File: src/rtl/serdes_lvds_pkg.sv
// Shared LVDS lane definitions: lane/bit geometry, TX FSM encoding, lane map.
// Latency: n/a (package only).
// Backpressure: n/a. lane_scramble is the bit-exact inverse of the receive-side map.
package serdes_lvds_pkg;

    localparam int LANES = 8;
    localparam int BITS  = 8;

    typedef enum logic {
        ST_RUN   = 1'b0,
        ST_TRAIN = 1'b1
    } state_t;

    // Bit-interleave LANES bytes into one OSERDES word. Lane k bit b lands at
    // o[BITS*(BITS-1-b) + (LANES-1-k)]: the top byte carries bit 0 of every
    // lane, and within a byte lane 0 is the MSB. Lane k is inverted when
    // inv[k] is set.
    function automatic logic [LANES*BITS-1:0] lane_scramble(
        input logic [LANES*BITS-1:0] lanes,
        input logic [LANES-1:0]      inv
    );
        logic [LANES*BITS-1:0] w;
        w = '0;
        for (int k = 0; k < LANES; k++) begin
            for (int b = 0; b < BITS; b++) begin
                w[BITS*(BITS-1-b) + (LANES-1-k)] = lanes[BITS*k + b] ^ inv[k];
            end
        end
        return w;
    endfunction

endpackage

File: src/rtl/serdes_tx_fifo.sv
// Synchronous FIFO holding lane beats ahead of the scrambler.
// Latency: a write is visible (empty drops) the cycle after it is accepted; rd_data is the head, read combinationally.
// Backpressure: full/empty are registered; writes when full and reads when empty are ignored.
// Ports: clk, rst (sync, active high), wr_en/wr_data, rd_en/rd_data, full, empty, count.
module serdes_tx_fifo #(
    parameter int DEPTH = 4,
    parameter int WIDTH = 64
) (
    input  logic                       clk,
    input  logic                       rst,
    input  logic                       wr_en,
    input  logic [WIDTH-1:0]           wr_data,
    input  logic                       rd_en,
    output logic [WIDTH-1:0]           rd_data,
    output logic                       full,
    output logic                       empty,
    output logic [$clog2(DEPTH):0]     count
);

    localparam int AW = $clog2(DEPTH);
    localparam logic [AW:0] CNT_LAST = (AW+1)'(DEPTH - 1);
    localparam logic [AW:0] CNT_ONE  = (AW+1)'(1);

    logic [WIDTH-1:0] mem [DEPTH];
    logic [AW-1:0]    wr_ptr;
    logic [AW-1:0]    rd_ptr;
    logic             do_wr;
    logic             do_rd;

    assign do_wr   = wr_en && !full;
    assign do_rd   = rd_en && !empty;
    assign rd_data = mem[rd_ptr];

    always_ff @(posedge clk) begin
        if (do_wr) begin
            mem[wr_ptr] <= wr_data;
        end
    end

    always_ff @(posedge clk) begin
        if (rst) begin
            wr_ptr <= '0;
            rd_ptr <= '0;
            count  <= '0;
            full   <= 1'b0;
            empty  <= 1'b1;
        end else begin
            if (do_wr) wr_ptr <= wr_ptr + 1'b1;
            if (do_rd) rd_ptr <= rd_ptr + 1'b1;
            // Flags are updated from the pre-increment count so they stay registered.
            case ({do_wr, do_rd})
                2'b10: begin
                    count <= count + 1'b1;
                    empty <= 1'b0;
                    full  <= (count == CNT_LAST);
                end
                2'b01: begin
                    count <= count - 1'b1;
                    full  <= 1'b0;
                    empty <= (count == CNT_ONE);
                end
                default: ;
            endcase
        end
    end

endmodule

File: src/rtl/serdes_scramble_tx.sv
// LVDS transmit lane packer: buffers 8-lane beats and emits one bit-interleaved, polarity-corrected OSERDES word per cycle.
// Latency: beat pushed at edge N appears on o_lvds after edge N+2 (FIFO -> head register -> output register).
// Backpressure: o_ready = !fifo_full (low in reset); empty FIFO sends IDLE_WORD and counts an underflow.
// Ports: clk, rst (sync, active high); i_data/i_valid/o_ready input beats; i_train starts a bitslip
//        training burst (o_training, o_train_done); i_clear zeroes o_underflow_count; o_lvds is the registered word.
module serdes_scramble_tx
    import serdes_lvds_pkg::*;
#(
    parameter logic [7:0] INVERT_MAP    = 8'h00,
    parameter logic [7:0] IDLE_WORD     = 8'h00,
    parameter logic [7:0] TRAIN_PATTERN = 8'hF0,
    parameter int         TRAIN_CYCLES  = 64,
    parameter int         FIFO_DEPTH    = 4
) (
    input  logic        clk,
    input  logic        rst,
    input  logic [63:0] i_data,
    input  logic        i_valid,
    output logic        o_ready,
    input  logic        i_train,
    input  logic        i_clear,
    output logic [63:0] o_lvds,
    output logic        o_training,
    output logic        o_train_done,
    output logic [15:0] o_underflow_count
);

    localparam int TCW = (TRAIN_CYCLES > 1) ? $clog2(TRAIN_CYCLES) : 1;
    localparam logic [TCW-1:0] TRAIN_LAST = TCW'(TRAIN_CYCLES - 1);
    localparam int CW = $clog2(FIFO_DEPTH) + 1;
    localparam logic [LANES*BITS-1:0] IDLE_SCR =
        lane_scramble({LANES{IDLE_WORD}}, INVERT_MAP);

    state_t                state;
    state_t                state_nxt;
    logic [TCW-1:0]        train_cnt;
    logic                  train_last;
    logic                  pop;
    logic                  push;
    logic                  fifo_full;
    logic                  fifo_empty;
    logic [CW-1:0]         fifo_count;
    logic [LANES*BITS-1:0] fifo_head;
    logic [LANES*BITS-1:0] head_dat;
    logic                  head_vld;
    logic [LANES*BITS-1:0] lanes_sel;
    logic                  underflow;

    assign o_ready = !rst && !fifo_full;
    assign push    = i_valid && o_ready;

    serdes_tx_fifo #(
        .DEPTH (FIFO_DEPTH),
        .WIDTH (LANES*BITS)
    ) u_fifo (
        .clk     (clk),
        .rst     (rst),
        .wr_en   (push),
        .wr_data (i_data),
        .rd_en   (pop),
        .rd_data (fifo_head),
        .full    (fifo_full),
        .empty   (fifo_empty),
        .count   (fifo_count)
    );

    always_ff @(posedge clk) begin
        if (rst) state <= ST_RUN;
        else     state <= state_nxt;
    end

    always_comb begin
        state_nxt  = state;
        pop        = 1'b0;
        train_last = 1'b0;
        case (state)
            ST_RUN: begin
                pop = !fifo_empty;
                if (i_train) state_nxt = ST_TRAIN;
            end
            ST_TRAIN: begin
                train_last = (train_cnt == TRAIN_LAST);
                if (train_last) state_nxt = ST_RUN;
            end
            default: state_nxt = ST_RUN;
        endcase
    end

    always_ff @(posedge clk) begin
        if (rst || state != ST_TRAIN || train_last) train_cnt <= '0;
        else                                        train_cnt <= train_cnt + 1'b1;
    end

    // Head register. It freezes during TRAIN so a beat popped in the cycle
    // i_train arrives is held and sent once training finishes, not dropped.
    always_ff @(posedge clk) begin
        if (rst)                  head_vld <= 1'b0;
        else if (state == ST_RUN) head_vld <= pop;
    end

    always_ff @(posedge clk) begin
        if (pop) head_dat <= fifo_head;
    end

    assign underflow = (state == ST_RUN) && !head_vld;

    always_comb begin
        lanes_sel = {LANES{IDLE_WORD}};
        if (state == ST_TRAIN) lanes_sel = {LANES{TRAIN_PATTERN}};
        else if (head_vld)     lanes_sel = head_dat;
    end

    always_ff @(posedge clk) begin
        if (rst) begin
            o_lvds            <= IDLE_SCR;
            o_training        <= 1'b0;
            o_train_done      <= 1'b0;
            o_underflow_count <= '0;
        end else begin
            o_lvds       <= lane_scramble(lanes_sel, INVERT_MAP);
            o_training   <= (state == ST_TRAIN);
            // o_training still reflects the last TRAIN cycle here, so this
            // fires exactly on the first word after the burst.
            o_train_done <= o_training && (state == ST_RUN);
            if (i_clear)
                o_underflow_count <= '0;
            else if (underflow && o_underflow_count != 16'hFFFF)
                o_underflow_count <= o_underflow_count + 16'd1;
        end
    end

    a_full_flag: assert property (@(posedge clk) disable iff (rst)
        fifo_full == (fifo_count == CW'(FIFO_DEPTH)));
    a_empty_flag: assert property (@(posedge clk) disable iff (rst)
        fifo_empty == (fifo_count == '0));

endmodule

File: config.mk
export PLATFORM = sky130hd
export DESIGN_NAME = serdes_scramble_tx
export DESIGN_NICKNAME = d
export VERILOG_FILES = /design/src/rtl/serdes_lvds_pkg.sv /design/src/rtl/serdes_tx_fifo.sv /design/src/rtl/serdes_scramble_tx.sv
export SDC_FILE = /design/constraint.sdc
export NUM_CORES = 1
export LEC_CHECK = 0
export CELL_PAD_IN_SITES_DETAIL_PLACEMENT = 0
export CELL_PAD_IN_SITES_GLOBAL_PLACEMENT = 1
export CORE_UTILIZATION = 44
export CTS_CLUSTER_SIZE = 24
export DETAILED_ROUTE_END_ITERATION = 16
export GPL_ROUTABILITY_DRIVEN = 0
export PLACE_DENSITY_LB_ADDON = 0.1
export SYNTH_ARGS = -nofsm -noshare
export SYNTH_HDL_FRONTEND = slang
export SYNTH_SLANG_ARGS = --single-unit
File: constraint.sdc
create_clock -name clk -period 4.7 [get_ports clk]
set_input_delay 0.47 -clock clk [delete_from_list [all_inputs] [get_ports clk]]
set_output_delay 0.47 -clock clk [all_outputs]
set_load 0.01 [all_outputs]
==> impl_metrics.csv, run 1 <==
group,metric,value,unit
floorplanning,std_cell_rows,66,
placed_design,hpwl,15900,µm
worst_setup_path,cp_max_fo,17,
placed_design,pre_cts_ws,1.85,ns
grt,grt_max_degree,66,
grt,antenna_found_initial,1,
job,maxCapViolCount,0,
final_layout,buffer_area_share,8.58,%
drt,drt-initial-drc-count,389,
floorplanning,taps,442,
synthesis,ys_seq_share,79.2,%
power_and_ir_drop,powerDensity,446,nW/µm²
final_layout,reg_top3,"u_fifo.mem x256, head_dat x64, o_lvds x64",
drt,dr_wl_met3,1280,µm
placed_design,dpl.cell_count,1337,
clocking,ctsHoldBuffers,0,
drt,vias_per_cell,5.18,
worst_setup_path,crit_path_end,"o_ready",
worst_hold_path,hp-start,"head_dat[46]",
power_and_ir_drop,pwr-share-clk,39.9,%
clocking,path_clk_slew,0.06,ns
drt,drt_pass1_iterations,4,
power_and_ir_drop,p_seq,4270,µW
final_layout,comb_cells,311,
grt,met2_usage,30.1,%
synthesis,synth.distinct_cells,44,
synthesis,ys.flops,419,
drt,drc,0,
placed_design,port_buffers,151,
sta,finalClockPeriodUsage,53.7,%
final_layout,lay_top_cells,"edfxtp_1 (320), clkdlybuf4s50_1 (151), dfxtp_1 (96)",
final_layout,nets,1021,
floorplanning,core_util_floorplan,44.9,%
worst_setup_path,slowest_stage,"clkdlybuf4s50_1",
drt,wl_met1,12000,µm
clocking,ctsResizeCount,0,
sta,fmax,397,MHz
drt,met2_length,14400,µm
grt,use_met3,2.98,%
worst_setup_path,r2r_end,"u_fifo.rd_ptr[1]",
synthesis,yosysTopAreaCellShare,65.7,%
synthesis,xor_share,0.479,%
outcome,outcome,"finished clean",
synthesis,top_cells_by_count,"edfxtp_1 (320), dfxtp_1 (99), nand2_1 (78)",
synthesis,yosysMostFrequentCell,"edfxtp_1",
worst_setup_path,rrSetupSlack,2.33,ns
sta,relSlewSlack,29.0,%
clocking,cts.path.max_buffers,3,
synthesis,synth_warnings,0,
floorplanning,dieArea,34000,µm²
worst_setup_path,cp.arrival,2.05,ns
final_layout,drive_gt1_share,14.3,%
sta,fin_setup_tns,0,ns
worst_hold_path,min_delay_path_depth,2,
synthesis,topCellsByArea,"edfxtp_1 (66%), dfxtp_1 (14%), mux4_2 (9.9%), nand2_1 (2.0%), and3_1 (1.6%)",
worst_setup_path,rr_startpoint,"state",
clocking,clk_latency,0.52,ns
final_layout,final_cell_area,18000,µm²
worst_hold_path,hp-class,"flop to flop",
clocking,clock_sinks,419,
synthesis,yosysTopAreaCell,"edfxtp_1",
sta,setup_violations,0,
synthesis,fp_nets,854,
worst_setup_path,cp_data_required_time,4.23,ns
grt,grt_busiest_layer,"met2",
synthesis,logic_family,"multiplexers",
synthesis,ys_sh_aoi,1.67,%
power_and_ir_drop,maxPowerGroup,"registers",
synthesis,yosys_area,14600,µm²
final_layout,nFillCells,2561,
synthesis,yosys_cells,773,
worst_hold_path,hold_end,"o_lvds[10]",
final_layout,largest_reg_flops,256,
floorplanning,core-area,32600,µm²
worst_setup_path,critPathMaxStageDelay,0.62,ns
synthesis,mux_area_share,9.92,%
clocking,cts_tree,"built",
power_and_ir_drop,clock_power,3200,µW
power_and_ir_drop,power.switching,1660,µW
drt,ant_nets,0,
final_layout,clk_share,7.37,%
final_layout,area_growth_syn_to_layout,22.8,%
job,warnings,32,
synthesis,synth_top_flop_cell,"edfxtp_1",
clocking,cts_root_buf,"clkbuf_16",
final_layout,stdcell_count,1417,
sta,finalMaxSlewViolations,0,
final_layout,lay_top_count,"edfxtp_1",
worst_setup_path,critical_path.endpoint_type,"primary output",
worst_setup_path,critPathMostFrequentCell,"clkdlybuf4s50_1",
final_layout,n_all_buffers,155,
worst_setup_path,critical_path_class,"input pin to primary output",
placed_design,place_area,16600,µm²
power_and_ir_drop,combPwrFrac,6.9,%
synthesis,fa_ha_area_share,1.03,%
grt,grt_pass1_vias,7568,
floorplanning,die_h,184,µm
synthesis,synth-edff-count,320,
worst_setup_path,cp_num_buf_inv,3,
drt,wl_per_cell,19.9,µm
synthesis,yosys.area_share.simple,6.49,%
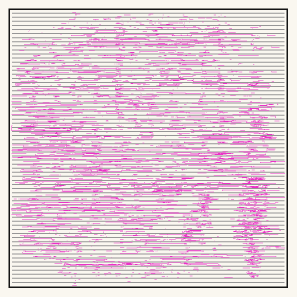
Run 1: M1 wires
(1.5 px per µm) Supply wires on this layer in gray.
- share of all routed wire: 42%
- wire length on this layer: 12,000 µm
- nets with wire on the layer: 929
- main direction: horizontal
- longest straight run: 42.8 µm
GR Util met1: 21.2%
Final Routed Wirelength: 28,300 µm
DR vias: 7,343

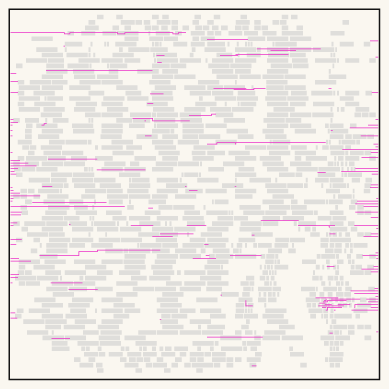
Run 1: metal 3
(2 px per µm)
- share of all routed wire: 4.5%
- nets with wire on the layer: 111
- longest straight run: 56.8 µm

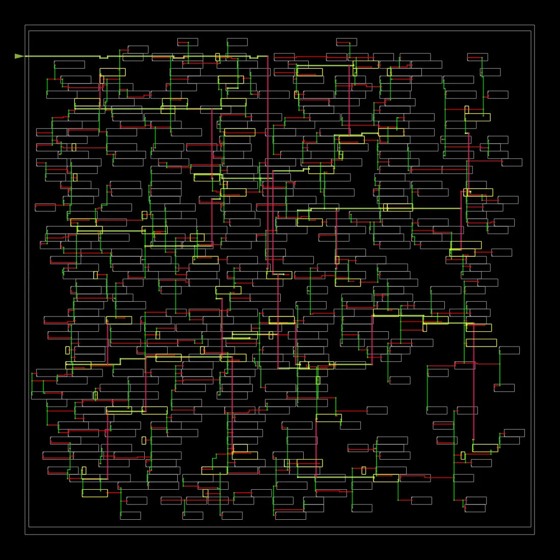
Run 1: the clock network
TritonCTS Buffers: 43
Post-Route Skew: 0.0111 ns

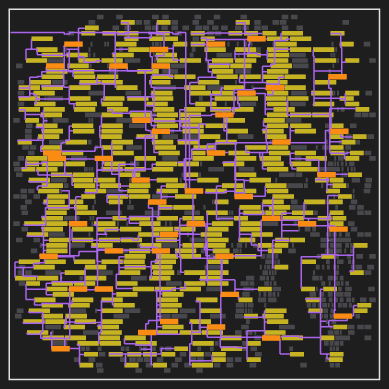
Run 1: clock wires, drivers and flops
(2 px per µm)
- clock drivers: orange (count 43)
- flip-flops: yellow (count 419)
- clock wires: purple (length 4,550 µm)
- flops lie: spread over the die
- routed clock nets: 44

==> run 2, diff against run 1 <==
Clock period 4.7 ns to 2.15 ns, I/O delays scaled along.
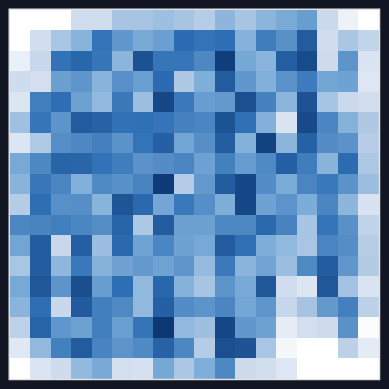
Run 2: cell density map
(2 px per µm) The die is cut into 18 by 18 equal tiles; white is low, dark blue is high, 0 to 100% covered.
- mean over tiles: 53%
- emptiest ninth of the die: bottom right
- tiles over 75% full: 17%
- nearly empty tiles: 4.0%
- fullest tile: 97%
final core utilization: 56.7%
initial core utilization: 44.9%
Core ar.: 32,600 µm²

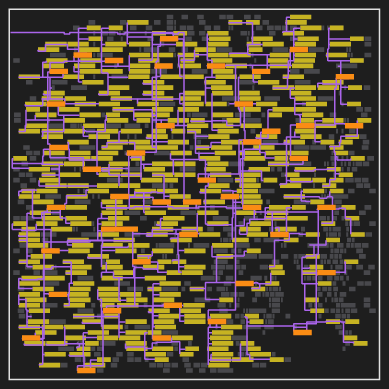
Run 2: clock wires, drivers and flops
(2 px per µm)
- clock drivers: orange (count 44)
- flip-flops: yellow (count 419)
- clock wires: purple (length 4,550 µm)
- routed clock nets: 45
- flops lie: spread over the die
clock share of power: 41.7%
latest clock arrival within the worst-skew pair: 0.53 ns
Post-Route Skew: 0.0138 ns
Clock Power: 7600 µW

==> run 2 against run 1 <==
Effect of this change: synthesized cell count unchanged; setup slack got worse by 2.0 ns; sequential power up 120%; highest routed layer is now met5.
==> impl_metrics.csv, run 2 <==
group,metric,value,unit
worst_setup_path,slowest_stage,"or4_1",
placed_design,pre_cts_ws,0.0927,ns
synthesis,syn_inst,773,
placed_design,hpwl,17700,µm
drt,met2_length,15200,µm
power_and_ir_drop,powerDensity,987,nW/µm²
drt,drt_pass1_iterations,4,
drt,wl_met1,12400,µm
grt,met1_usage,23.7,%
synthesis,fa_ha_area_share,1.03,%
drt,dr_wl_met3,1370,µm
job,warnings,33,
floorplanning,dieArea,34000,µm²
worst_setup_path,critical_path_class,"flop to flop",
final_layout,nFillCells,2501,
synthesis,fp_nets,854,
drt,ant_nets,0,
clocking,cts_buffers,44,
power_and_ir_drop,ir_worst_vdd,0.592,mV
worst_setup_path,rr_startpoint,"o_underflow_count[0]",
worst_setup_path,cp.depth,5,
grt,use_met3,2.90,%
floorplanning,die_h,184,µm
synthesis,xor_share,0.479,%
synthesis,synth_top_flop_cell,"edfxtp_1",
grt,antenna_found_initial,2,
synthesis,ys_sh_aoi,1.67,%
synthesis,top_cells_by_count,"edfxtp_1 (320), dfxtp_1 (99), nand2_1 (78)",
final_layout,comb_cells,311,
final_layout,clk_share,7.99,%
drt,drt_wl_total,29600,µm
sta,worst_pin_slew,0.946,ns
drt,vias_per_cell,5.15,
synthesis,synth.distinct_cells,44,
final_layout,largest_reg_flops,256,
floorplanning,std_cell_rows,66,
worst_hold_path,hp-start,"i_train",
clocking,ctsResizeCount,0,
worst_setup_path,cp.arrival,2.39,ns
worst_hold_path,min_delay_path_depth,3,
grt,track_usage,18.1,%
job,maxCapViolCount,0,
synthesis,synth_warnings,0,
final_layout,logic_area,2970,µm²
final_layout,buffer_area_share,9.98,%
final_layout,seq-cell-share,62.8,%
sta,relSlewSlack,36.8,%
synthesis,yosys_area,14600,µm²
placed_design,port_buffers,151,
grt,grt_pass1_vias,7939,
drt,drc,0,
final_layout,antenna_cells,1,
synthesis,syn_area,14600,µm²
grt,met2_usage,31.2,%
power_and_ir_drop,maxPowerGroup,"registers",
sta,fin_setup_tns,0,ns
final_layout,area_growth_syn_to_layout,26.3,%
synthesis,logic_family,"multiplexers",
worst_hold_path,hp-class,"input pin to flop",
final_layout,nets,1049,
sta,finalMaxSlewViolations,0,
worst_setup_path,cp_num_buf_inv,0,
synthesis,synth-edff-count,320,
power_and_ir_drop,p_seq,9270,µW
clocking,ctsHoldBuffers,0,
final_layout,inv_count,10,
synthesis,yosys.area_share.simple,6.49,%
worst_hold_path,hold_end,"state",
power_and_ir_drop,combPwrFrac,7.5,%
grt,grt_busiest_layer,"met2",
worst_setup_path,r2r_end,"o_underflow_count[8]",
sta,finalClockPeriodUsage,89.6,%
power_and_ir_drop,power.switching,3750,µW
placed_design,place_area,17000,µm²
floorplanning,fp.dieW,184,µm
floorplanning,taps,442,
synthesis,yosysTopAreaCellShare,65.7,%
final_layout,regArea,11600,µm²
final_layout,final_cell_area,18500,µm²
drt,wl_per_cell,20.5,µm
drt,drt-initial-drc-count,419,
synthesis,ys.flops,419,
worst_setup_path,critical_path.endpoint_type,"flop",
sta,setup_violations,0,
outcome,outcome,"finished clean",
worst_setup_path,rrSetupSlack,0.22,ns
clocking,cts_root_buf,"clkbuf_16",
floorplanning,io_pins,152,
final_layout,largest_cell_class,"registers",
worst_setup_path,crit_path_end,"o_underflow_count[8]",
synthesis,yosysTopAreaCell,"edfxtp_1",
placed_design,dpl.cell_count,1364,
clocking,cts_tree,"built",
final_layout,n_all_buffers,182,
sta,hold_viol_final,0,
clocking,cts.path.max_buffers,3,
power_and_ir_drop,seqPwrFrac,50.8,%
clocking,path_clk_slew,0.06,ns
drt,num_vias,7443,
final_layout,stdcell_count,1445,
clocking,clock_sinks,419,
synthesis,mux_area_share,9.92,%
final_layout,lay_top_cells,"edfxtp_1 (320), clkdlybuf4s50_1 (151), dfxtp_1 (96)",
final_layout,reg_top3,"u_fifo.mem x256, head_dat x64, o_lvds x64",
grt,grt_max_degree,61,
synthesis,topCellsByArea,"edfxtp_1 (66%), dfxtp_1 (14%), mux4_2 (9.9%), nand2_1 (2.0%), and3_1 (1.6%)",
worst_setup_path,critPathMaxStageDelay,0.58,ns
worst_setup_path,cp_max_fo,8,
sta,fmax,519,MHz
final_layout,lay_top_count,"edfxtp_1",
final_layout,drive_gt1_share,18.6,%
synthesis,yosys_cells,773,
worst_setup_path,cp_data_required_time,2.61,ns
synthesis,yosysMostFrequentCell,"edfxtp_1",
synthesis,synth.avg_cell_area,18.9,µm²
synthesis,ys_seq_share,79.2,%
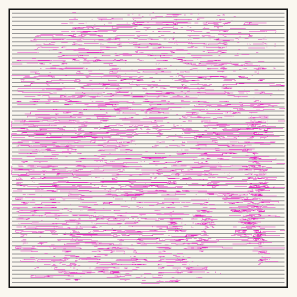
Run 2: M1 wires
(1.5 px per µm) Supply wires on this layer in gray.
- share of all routed wire: 42%
- nets with wire on the layer: 960
- longest straight run: 75.9 µm

No activity file was given, so power comes from the tool's default toggle rates.
